Figure 1. Floorplan with the power grid (run 1).
The bar under the picture is 20 um long. Pins as bars on the die edge. Tap cells in grey.
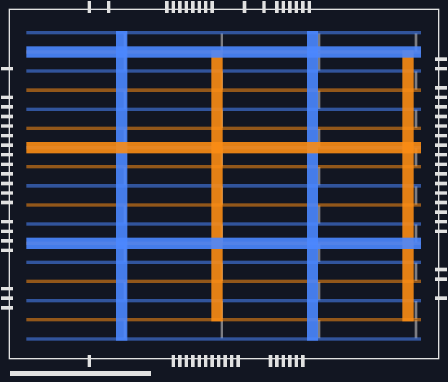
Figure 2. Placed cells, one colour a class (run 1).
The bar under the picture is 20 um long.
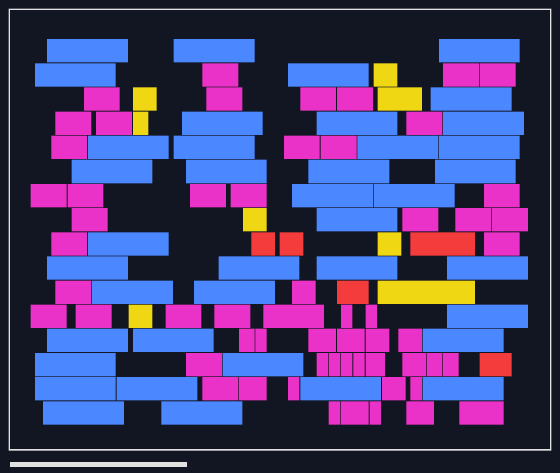
Figure 3. Clock wires, drivers and flops (run 1).
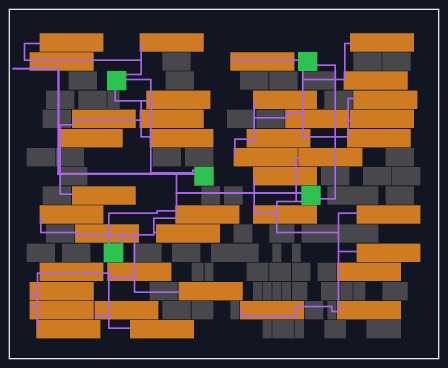
Figure 4. Wiring by layer (run 1).
The bar under the picture is 20 um long. Two of the layers only.
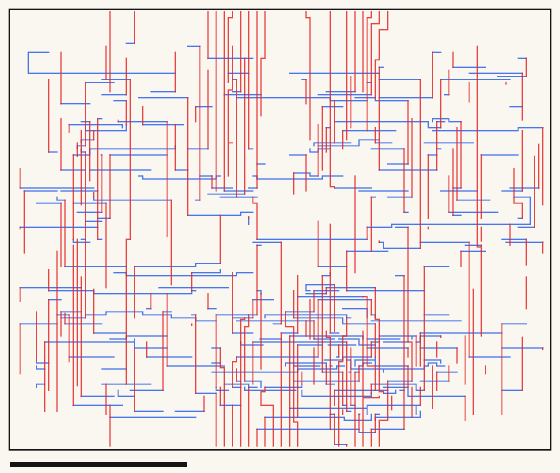
## src/rtl/noc_flit_channel_selector.sv

```systemverilog
// noc_flit_channel_selector: registers flits onto a single-entry pipeline
// stage and produces the one-hot demux select for each flit. The select is
// decoded from the head flit's vc field and held for the whole packet.
// Optional build macro NOC_FLIT_SELECTOR_CHECK_EN adds the o_error pulse
// output and a one-hot check on o_select.
package noc_flit_selector_pkg;
  // Flit layout: head flag, tail flag and the header vc field position.
  typedef struct packed {
    int unsigned flit_w;
    int unsigned head_bit;
    int unsigned tail_bit;
    int unsigned vc_lsb;
    int unsigned vc_w;
  } noc_config_t;

  localparam noc_config_t NOC_DEFAULT_CONFIG = '{
    flit_w:   32,
    head_bit: 31,
    tail_bit: 30,
    vc_lsb:   24,
    vc_w:     3
  };
endpackage

module noc_flit_channel_selector
  import noc_flit_selector_pkg::*;
#(
  parameter noc_config_t CONFIG   = NOC_DEFAULT_CONFIG,
  parameter int unsigned CHANNELS = 5
) (
  input  logic                clk,
  input  logic                rst_n,
  input  logic                i_clear,
  output logic [CHANNELS-1:0] o_select,
  output logic                o_busy,
  noc_flit_channel_if.target    flit_in_if,
  noc_flit_channel_if.initiator flit_out_if
`ifdef NOC_FLIT_SELECTOR_CHECK_EN
  ,
  output logic                o_error
`endif
);

  localparam int unsigned FLIT_W = CONFIG.flit_w;
  localparam int unsigned VC_W   = CONFIG.vc_w;

  typedef enum logic {IDLE, BUSY} state_t;

  state_t              state;
  logic [FLIT_W-1:0]   flit_q;
  logic                valid_q;
  logic [CHANNELS-1:0] sel_next;
  logic                vc_ok;
  logic [VC_W-1:0]     in_vc;
  logic                in_head;
  logic                in_tail;
  logic                in_accept;
  logic                out_accept;

  assign in_head = flit_in_if.flit[CONFIG.head_bit];
  assign in_tail = flit_in_if.flit[CONFIG.tail_bit];
  assign in_vc   = flit_in_if.flit[CONFIG.vc_lsb +: VC_W];

  // The stage can take a new flit whenever its register is empty or drains
  // this cycle; a flush blocks the upstream side for that cycle.
  assign flit_in_if.ready  = !i_clear && (!valid_q || flit_out_if.ready);
  assign in_accept         = flit_in_if.valid && flit_in_if.ready;
  assign out_accept        = valid_q && flit_out_if.ready;

  assign flit_out_if.valid = valid_q;
  assign flit_out_if.flit  = flit_q;
  assign o_busy            = (state == BUSY);

  // Decode vc to a one-hot select; out-of-range vc values fall back to channel 0.
  always_comb begin
    sel_next = '0;
    vc_ok    = 1'b0;
    for (int i = 0; i < int'(CHANNELS); i++) begin
      if (int'(in_vc) == i) begin
        sel_next[i] = 1'b1;
        vc_ok       = 1'b1;
      end
    end
    if (!vc_ok) begin
      sel_next    = '0;
      sel_next[0] = 1'b1;
    end
  end

  // Pipeline register, packet FSM and select register, updated together.
  always_ff @(posedge clk or negedge rst_n) begin
    if (!rst_n) begin
      state    <= IDLE;
      flit_q   <= '0;
      valid_q  <= 1'b0;
      o_select <= '0;
`ifdef NOC_FLIT_SELECTOR_CHECK_EN
      o_error  <= 1'b0;
`endif
    end else if (i_clear) begin
      state    <= IDLE;
      valid_q  <= 1'b0;
      o_select <= '0;
`ifdef NOC_FLIT_SELECTOR_CHECK_EN
      o_error  <= 1'b0;
`endif
    end else begin
      if (in_accept) begin
        flit_q  <= flit_in_if.flit;
        valid_q <= 1'b1;
        if (in_head) begin
          // A head always starts a packet, even one arriving mid-packet.
          o_select <= sel_next;
          state    <= in_tail ? IDLE : BUSY;
        end else if (state == BUSY && in_tail) begin
          state <= IDLE;
        end
      end else if (out_accept) begin
        valid_q <= 1'b0;
      end
`ifdef NOC_FLIT_SELECTOR_CHECK_EN
      o_error <= in_accept &&
                 (( in_head && state == BUSY) ||
                  (!in_head && state == IDLE) ||
                  ( in_head && !vc_ok));
`endif
    end
  end

`ifdef NOC_FLIT_SELECTOR_CHECK_EN
  // Tracks whether a head has set o_select since the last reset or flush;
  // before that a forwarded stray body flit legitimately carries a zero select.
  logic seen_head;

  // Remember that a select has been loaded.
  always_ff @(posedge clk or negedge rst_n) begin
    if (!rst_n) begin
      seen_head <= 1'b0;
    end else if (i_clear) begin
      seen_head <= 1'b0;
    end else if (in_accept && in_head) begin
      seen_head <= 1'b1;
    end
  end

  select_onehot_a: assert property (@(posedge clk) disable iff (!rst_n)
    (valid_q && seen_head) |-> $onehot(o_select));
`endif

endmodule

```

## src/rtl/noc_flit_channel_selector_if.sv

```systemverilog
// Flit channel interface: one valid/ready handshake carrying one flit.
// A flit transfers on a rising clk edge where valid && ready are both high.
// The initiator keeps valid and flit stable while valid && !ready, and it
// never withdraws valid before the transfer completes. The target may change
// ready at any time.
interface noc_flit_channel_if #(
  parameter int unsigned FLIT_W = 32
);
  logic              valid;
  logic              ready;
  logic [FLIT_W-1:0] flit;

  modport initiator (output valid, output flit, input ready);
  modport target    (input valid, input flit, output ready);
endinterface

```

## src/flat_wrapper.sv

```systemverilog
// flat-port wrapper written by rule: the top's interface ports become plain ports
module noc_flit_channel_selector_flat import noc_flit_selector_pkg::*;
#(
  parameter noc_config_t CONFIG   = NOC_DEFAULT_CONFIG,
  parameter int unsigned CHANNELS = 5
)
  (clk, rst_n, i_clear, o_select, o_busy, flit_in_if_valid, flit_in_if_flit, flit_in_if_ready, flit_out_if_valid, flit_out_if_flit, flit_out_if_ready);
  noc_flit_channel_if #(.FLIT_W(32)) flit_in_if_i ();
  noc_flit_channel_if #(.FLIT_W(32)) flit_out_if_i ();
  input  logic clk;
  input  logic rst_n;
  input  logic i_clear;
  output logic [CHANNELS-1:0] o_select;
  output logic o_busy;
  input wire logic [$bits(flit_in_if_i.valid)-1:0] flit_in_if_valid;
  input wire logic [$bits(flit_in_if_i.flit)-1:0] flit_in_if_flit;
  output wire logic [$bits(flit_in_if_i.ready)-1:0] flit_in_if_ready;
  output wire logic [$bits(flit_out_if_i.valid)-1:0] flit_out_if_valid;
  output wire logic [$bits(flit_out_if_i.flit)-1:0] flit_out_if_flit;
  input wire logic [$bits(flit_out_if_i.ready)-1:0] flit_out_if_ready;
  assign flit_in_if_i.valid = flit_in_if_valid;
  assign flit_in_if_i.flit = flit_in_if_flit;
  assign flit_in_if_ready = flit_in_if_i.ready;
  assign flit_out_if_valid = flit_out_if_i.valid;
  assign flit_out_if_flit = flit_out_if_i.flit;
  assign flit_out_if_i.ready = flit_out_if_ready;
  noc_flit_channel_selector #(.CONFIG(CONFIG), .CHANNELS(CHANNELS)) u_core (.clk(clk), .rst_n(rst_n), .i_clear(i_clear), .o_select(o_select), .o_busy(o_busy), .flit_in_if(flit_in_if_i), .flit_out_if(flit_out_if_i));
endmodule
```

## config.mk

```make
export PLATFORM = sky130hd
export DESIGN_NAME = noc_flit_channel_selector_flat
export DESIGN_NICKNAME = d
export VERILOG_FILES = /design/src/rtl/noc_flit_channel_selector.sv /design/src/rtl/noc_flit_channel_selector_if.sv /design/src/flat_wrapper.sv
export SDC_FILE = /design/constraint.sdc
export NUM_CORES = 1
export LEC_CHECK = 0
export CAP_MARGIN = 5
export CORE_ASPECT_RATIO = 0.8
export CORE_MARGIN = 2
export CORE_UTILIZATION = 60
export CTS_CLUSTER_DIAMETER = 40
export DETAILED_ROUTE_END_ITERATION = 10
export DONT_BUFFER_PORTS = 1
export PLACE_DENSITY = 0.75
export SYNTH_ARGS = -nofsm -noshare
export SYNTH_HDL_FRONTEND = slang
export SYNTH_SLANG_ARGS = --single-unit
```

## constraint.sdc

```tcl
create_clock -name clk -period 2 [get_ports clk]
set_input_delay 0.3 -clock clk [delete_from_list [all_inputs] [get_ports clk]]
set_output_delay 0.3 -clock clk [all_outputs]
set_load 0.02 [all_outputs]
```

==> out/metrics.cfg, run 1 <==
[yosys]
topCombFamilyByArea=multiplexers
ys_cells=102
top_cell=dfrtp_1
synth.net_count=139
compound_area_frac=0.0565
yosys.area.top_type=dfrtp_1
simple_gate_share=0.0395
top_cells_by_area=dfrtp_1, mux2_2, buf_6
async_flop_share=1.00
ys_chip_area_um2=1550

[final_timing]
setup_viol_count_final=0
slew-limit-headroom=0.741
period_needed_ns=1.62
fin_crit_sh=0.809
slew_viol_final=0
hold_ws_ns=0.0463
tns_ns=0

[worst_hold_path]
hold_path.class=input pin to register
hold_depth=1

[cells_and_area]
comb_area_um2=507
drive_above_1_share=0.364
nClkBuffers=6
lay_top_count=dfrtp_1
fill_cells=190
buf_share=0.0326
largest_cell_class=registers
clock_cell_area_share=0.0511

[setup_path]
crit_required_ns=1.70
start_kind=register
reg2reg_to=u_core.flit_out_if.flit[12]
path_delay_family=simple AND/OR/NAND/NOR gates
path_class=register to output port
crit_end=flit_in_if_ready
critical_path_depth=2

[floorplanning]
fp.dieW_um=60.9
core.rowCount=16
core_area_um2=2440
fp-utilization=0.635
pin_count=77

[place]
dp.cells=135
port_buffers=0

[power]
report.power.total_uw=1840
p_comb_uw=174
p_int_uw=1300
power_leakage_uw=0.000727
pwr-share-seq=0.613
power_switching_uw=537

[routing]
routedWlPerCell_um=19.5

[grt]
grt_max_degree=40
grt_pass1_vias=957
met2_usage=0.342

[clock_network]
cts_resized=0

[outcome]
status=completed

Back to the opening pictures, Figure 1:
VDD: in orange. VSS: in blue.
17 met1 rails follow the rows. The core has 16 rows.

Back to the opening pictures, Figure 2:
flops: in blue, cells 39. combinational and other logic: in magenta, cells 58. clock drivers and dummy loads: in yellow, cells 8. other buffers and delay cells: in red, cells 5.

Back to the opening pictures, Figure 3:
clock wires: in purple, length 418 um. flip-flops: in orange, count 39. clock drivers: in green, count 5.
There are 6 routed clock nets.

Back to the opening pictures, Figure 4:
metal 2: in red, wire length 1470 um. metal 1: in blue, wire length 1070 um.

Figure 5. Cell outlines without signal wires (run 1).
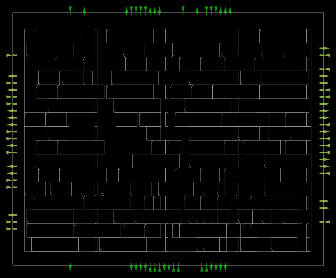

--- run 2 (diff from run 1) ---
--- a/config.mk
+++ b/config.mk
@@ -8,11 +8,11 @@
 export CAP_MARGIN = 5
 export CORE_ASPECT_RATIO = 0.8
 export CORE_MARGIN = 2
-export CORE_UTILIZATION = 60
+export CORE_UTILIZATION = 54
 export CTS_CLUSTER_DIAMETER = 40
 export DETAILED_ROUTE_END_ITERATION = 10
 export DONT_BUFFER_PORTS = 1
-export PLACE_DENSITY = 0.75
+export PLACE_DENSITY = 0.71
 export SYNTH_ARGS = -nofsm -noshare
 export SYNTH_HDL_FRONTEND = slang
 export SYNTH_SLANG_ARGS = --single-unit
==> constraint.sdc (replaced) <==
create_clock -name clk -period 1.4 [get_ports clk]
set_input_delay 0.21 -clock clk [delete_from_list [all_inputs] [get_ports clk]]
set_output_delay 0.21 -clock clk [all_outputs]
set_load 0.02 [all_outputs]
Figure 6. Cell outlines without signal wires (run 2).
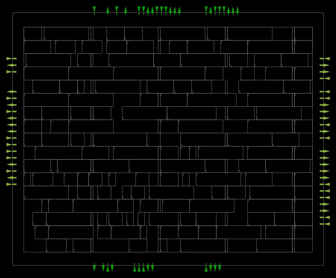
Post-Layout Cell Count: 189
fin util: 0.827
CORE AREA: 2740 um2

Figure 7. Clock wires, drivers and flops (run 2).
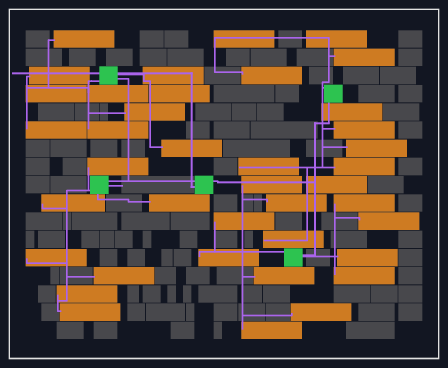
flip-flops: in orange, count 39. clock drivers: in green, count 5. clock wires: in purple, length 406 um.
There are 6 routed clock nets.

==> run 2 against run 1 <==
The run now ends with negative setup slack left. Final cell count is 29% higher. Core utilization is 14 points higher. Sequential share of layout area is 15 points lower. Highest routed layer unchanged. Combinational power went up to 2.7 times the previous value. Count of clock-buffer cells in the layout stayed put. Die area is 10% higher.
==> out/metrics.cfg, run 2 <==
[final_timing]
period_needed_ns=1.52
tns_ns=-3.10  ; was 0 ns
hold_viol=0  ; unchanged
slew_viol_final=0  ; unchanged
setup_viol_count_final=34  ; was 0
fin_crit_sh=1.09
setup_ws_ns=-0.119  ; was 0.383 ns
slew-limit-headroom=0.804  ; was 0.741
hold_ws_ns=0.0193  ; was 0.0463 ns

[power]
p_comb_uw=470  ; was 174 uW
comb_power_share=0.169  ; was 0.095
power_leakage_uw=0.00103  ; was 0.000727 uW
p_sw_frac=0.292  ; about the same
power_switching_uw=813  ; was 537 uW
p_int_uw=1980  ; was 1300 uW
p_clk_uw=701  ; was 536 uW
report.power.total_uw=2790  ; was 1840 uW
power.group.top=sequential cells  ; unchanged
pwr-share-seq=0.580  ; was 0.613

[yosys]
top_cell=dfrtp_1  ; unchanged
synth_seq_share=0.629  ; unchanged
yosys.area.top_type=dfrtp_1  ; unchanged
ys_chip_area_um2=1550  ; unchanged
ys_cells=102  ; unchanged
async_flop_share=1.00  ; unchanged
compound_area_frac=0.0565  ; unchanged
simple_gate_share=0.0395  ; unchanged
synth.net_count=139  ; unchanged
top_cells_by_area=dfrtp_1, mux2_2, buf_6  ; unchanged
netlist_area_um2=1550  ; unchanged
synthCells=102  ; unchanged
topCombFamilyByArea=multiplexers  ; unchanged

[clock_network]
hold_buffers=10  ; was 2
htreeDepth=2  ; unchanged
cts_resized=20  ; was 0
cts_tree=done  ; unchanged

[routing]
ant_nets=0  ; unchanged
avgViaCountPerCell=5.50  ; was 5.90
routedWlPerCell_um=19.5  ; about the same
routed-wl-met3_um=292  ; was 293 um

[cells_and_area]
drive_above_1_share=0.358  ; was 0.364
lay_top_count=dfrtp_1  ; unchanged
antenna_cells=0  ; unchanged
nNetsFinal=188  ; was 146
nClkBuffers=6  ; unchanged
comb_cells=53  ; unchanged
area_growth_syn_to_layout_pct=46.2  ; was 8.79%
fill_cells=134  ; was 190
sh_seq_area=0.431  ; was 0.578
comb_area_um2=623  ; was 507 um2
largest_cell_class=registers  ; unchanged
clock_cell_area_share=0.0314  ; was 0.0511
buf_share=0.234  ; was 0.0326

[outcome]
failed_checks=negative setup slack
status=finished with violations  ; was completed

[setup_path]
path_class=register to register  ; was register to output port
crit_required_ns=1.62  ; was 1.70 ns
critical_path_depth=5  ; was 2
path_delay_family=flip-flops  ; was simple AND/OR/NAND/NOR gates
start_kind=register  ; unchanged
crit_end=u_core.flit_out_if.flit[3]  ; was flit_in_if_ready
reg2reg_to=u_core.flit_out_if.flit[3]  ; was u_core.flit_out_if.flit[12]

[floorplanning]
fp-utilization=0.565  ; was 0.635
core.rowCount=17  ; was 16
fp.dieW_um=63.9  ; was 60.9 um
pin_count=77  ; unchanged

[place]
port_buffers=0  ; unchanged
place_area_um2=1630  ; was 1560 um2
dp.cells=140  ; was 135

[grt]
grt_max_degree=40  ; unchanged
met2_usage=0.323  ; was 0.342
grt_pass1_vias=981  ; was 957
grt.busiest_layer=met2  ; unchanged
grtUsageTotal=0.203  ; was 0.207

[worst_hold_path]
hold_path.class=input pin to register  ; unchanged
hold_depth=2  ; was 1

Figure 8. Wiring by layer (run 2).
The bar under the picture is 20 um long. Two of the layers only.
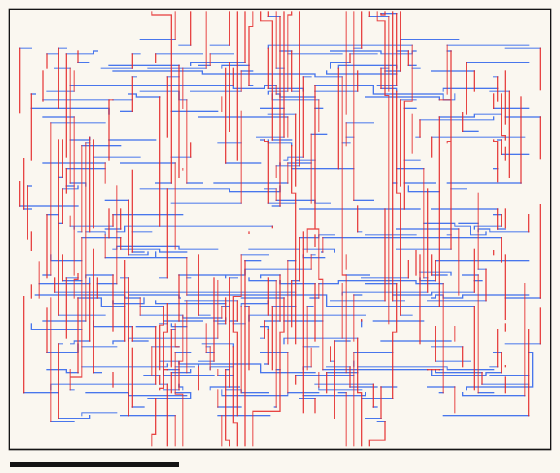

--- run 3 (diff from run 2) ---
--- a/config.mk
+++ b/config.mk
@@ -7,12 +7,12 @@
 export LEC_CHECK = 0
 export CAP_MARGIN = 5
 export CORE_ASPECT_RATIO = 0.8
-export CORE_MARGIN = 2
+export CORE_MARGIN = 5
 export CORE_UTILIZATION = 54
 export CTS_CLUSTER_DIAMETER = 40
 export DETAILED_ROUTE_END_ITERATION = 10
 export DONT_BUFFER_PORTS = 1
-export PLACE_DENSITY = 0.71
+export PLACE_DENSITY = 0.8
 export SYNTH_ARGS = -nofsm -noshare
 export SYNTH_HDL_FRONTEND = slang
 export SYNTH_SLANG_ARGS = --single-unit
Figure 9. Wiring by layer (run 3).
The bar under the picture is 20 um long. Two of the layers only.
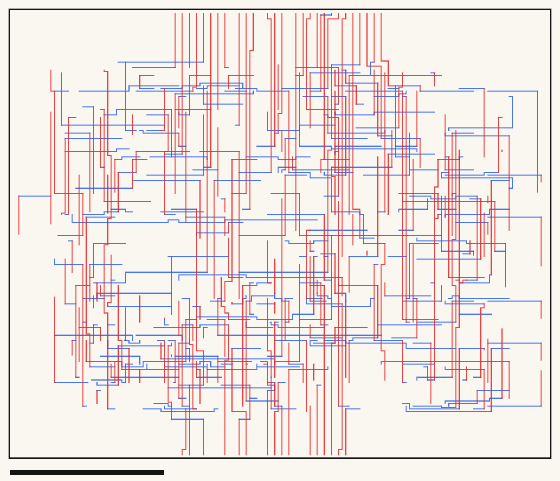
metal 2: in red, wire length 2200 um. metal 1: in blue, wire length 1450 um.

==> run 3 against run 2 <==
The run still ends with negative setup slack left. Synthesized cell count is the same. Maximum frequency up 1.2%. First-iteration DRC count rose by 100%. Clock power rose by 11%. Power is 3.3% higher. Flip-flop count unchanged. Sequential share of layout area shrank 0.17 points. Count of clock-buffer cells in the layout unchanged. Core utilization is 0.32 points lower. Global-route usage fell by 2.3 points.
==> out/metrics.cfg, run 3 <==
[grt]
grtUsageTotal=0.180  ; was 0.203
grt_max_degree=40  ; unchanged
grt_pass1_vias=1071  ; was 981
met2_usage=0.320  ; was 0.323

[outcome]
failed_checks=negative setup slack  ; unchanged
status=finished with violations  ; unchanged

[final_timing]
hold_ws_ns=0.0151  ; was 0.0193 ns
setup_ws_ns=-0.101  ; was -0.119 ns
setup_viol_count_final=34  ; unchanged
slew_viol_final=0  ; unchanged
fin_crit_sh=1.07  ; was 1.09

[yosys]
topCombFamilyByArea=multiplexers  ; unchanged
compound_area_frac=0.0565  ; unchanged
synth_seq_share=0.629  ; unchanged
ys_cells=102  ; unchanged
top_cell=dfrtp_1  ; unchanged
top_cells_by_area=dfrtp_1, mux2_2, buf_6  ; unchanged
synthCells=102  ; unchanged
simple_gate_share=0.0395  ; unchanged

[power]
p_sw_frac=0.295  ; was 0.292
pwr-share-seq=0.565  ; was 0.580
power_switching_uw=851  ; was 813 uW

[clock_network]
hold_buffers=17  ; was 10
htreeDepth=2  ; unchanged

[cells_and_area]
largest_cell_class=registers  ; unchanged
antenna_cells=0  ; unchanged
drive_above_1_share=0.373  ; was 0.358
nNetsFinal=186  ; was 188
area_growth_syn_to_layout_pct=46.8  ; was 46.2%
buf_share=0.230  ; was 0.234
comb_cells=53  ; unchanged
final_util=0.824  ; was 0.827
nClkBuffers=6  ; unchanged

[floorplanning]
pin_count=77  ; unchanged
core.rowCount=17  ; unchanged
fp.dieW_um=69.9  ; was 63.9 um

[routing]
avgViaCountPerCell=5.55  ; was 5.50
ant_nets=0  ; unchanged

[setup_path]
critical_path_depth=5  ; unchanged
crit_end=u_core.flit_out_if.flit[27]  ; was u_core.flit_out_if.flit[3]

[worst_hold_path]
hold_depth=1  ; was 2

[place]
dp.cells=140  ; unchanged

Figure 10. Cell outlines without signal wires (run 3).
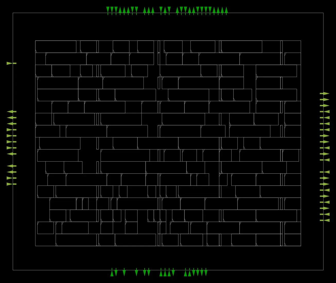
Fillers: 160
Seq area share: 0.429
Post-Layout Cell Count: 188

Power figures rest on the tool's default switching activity, not on a simulated workload.
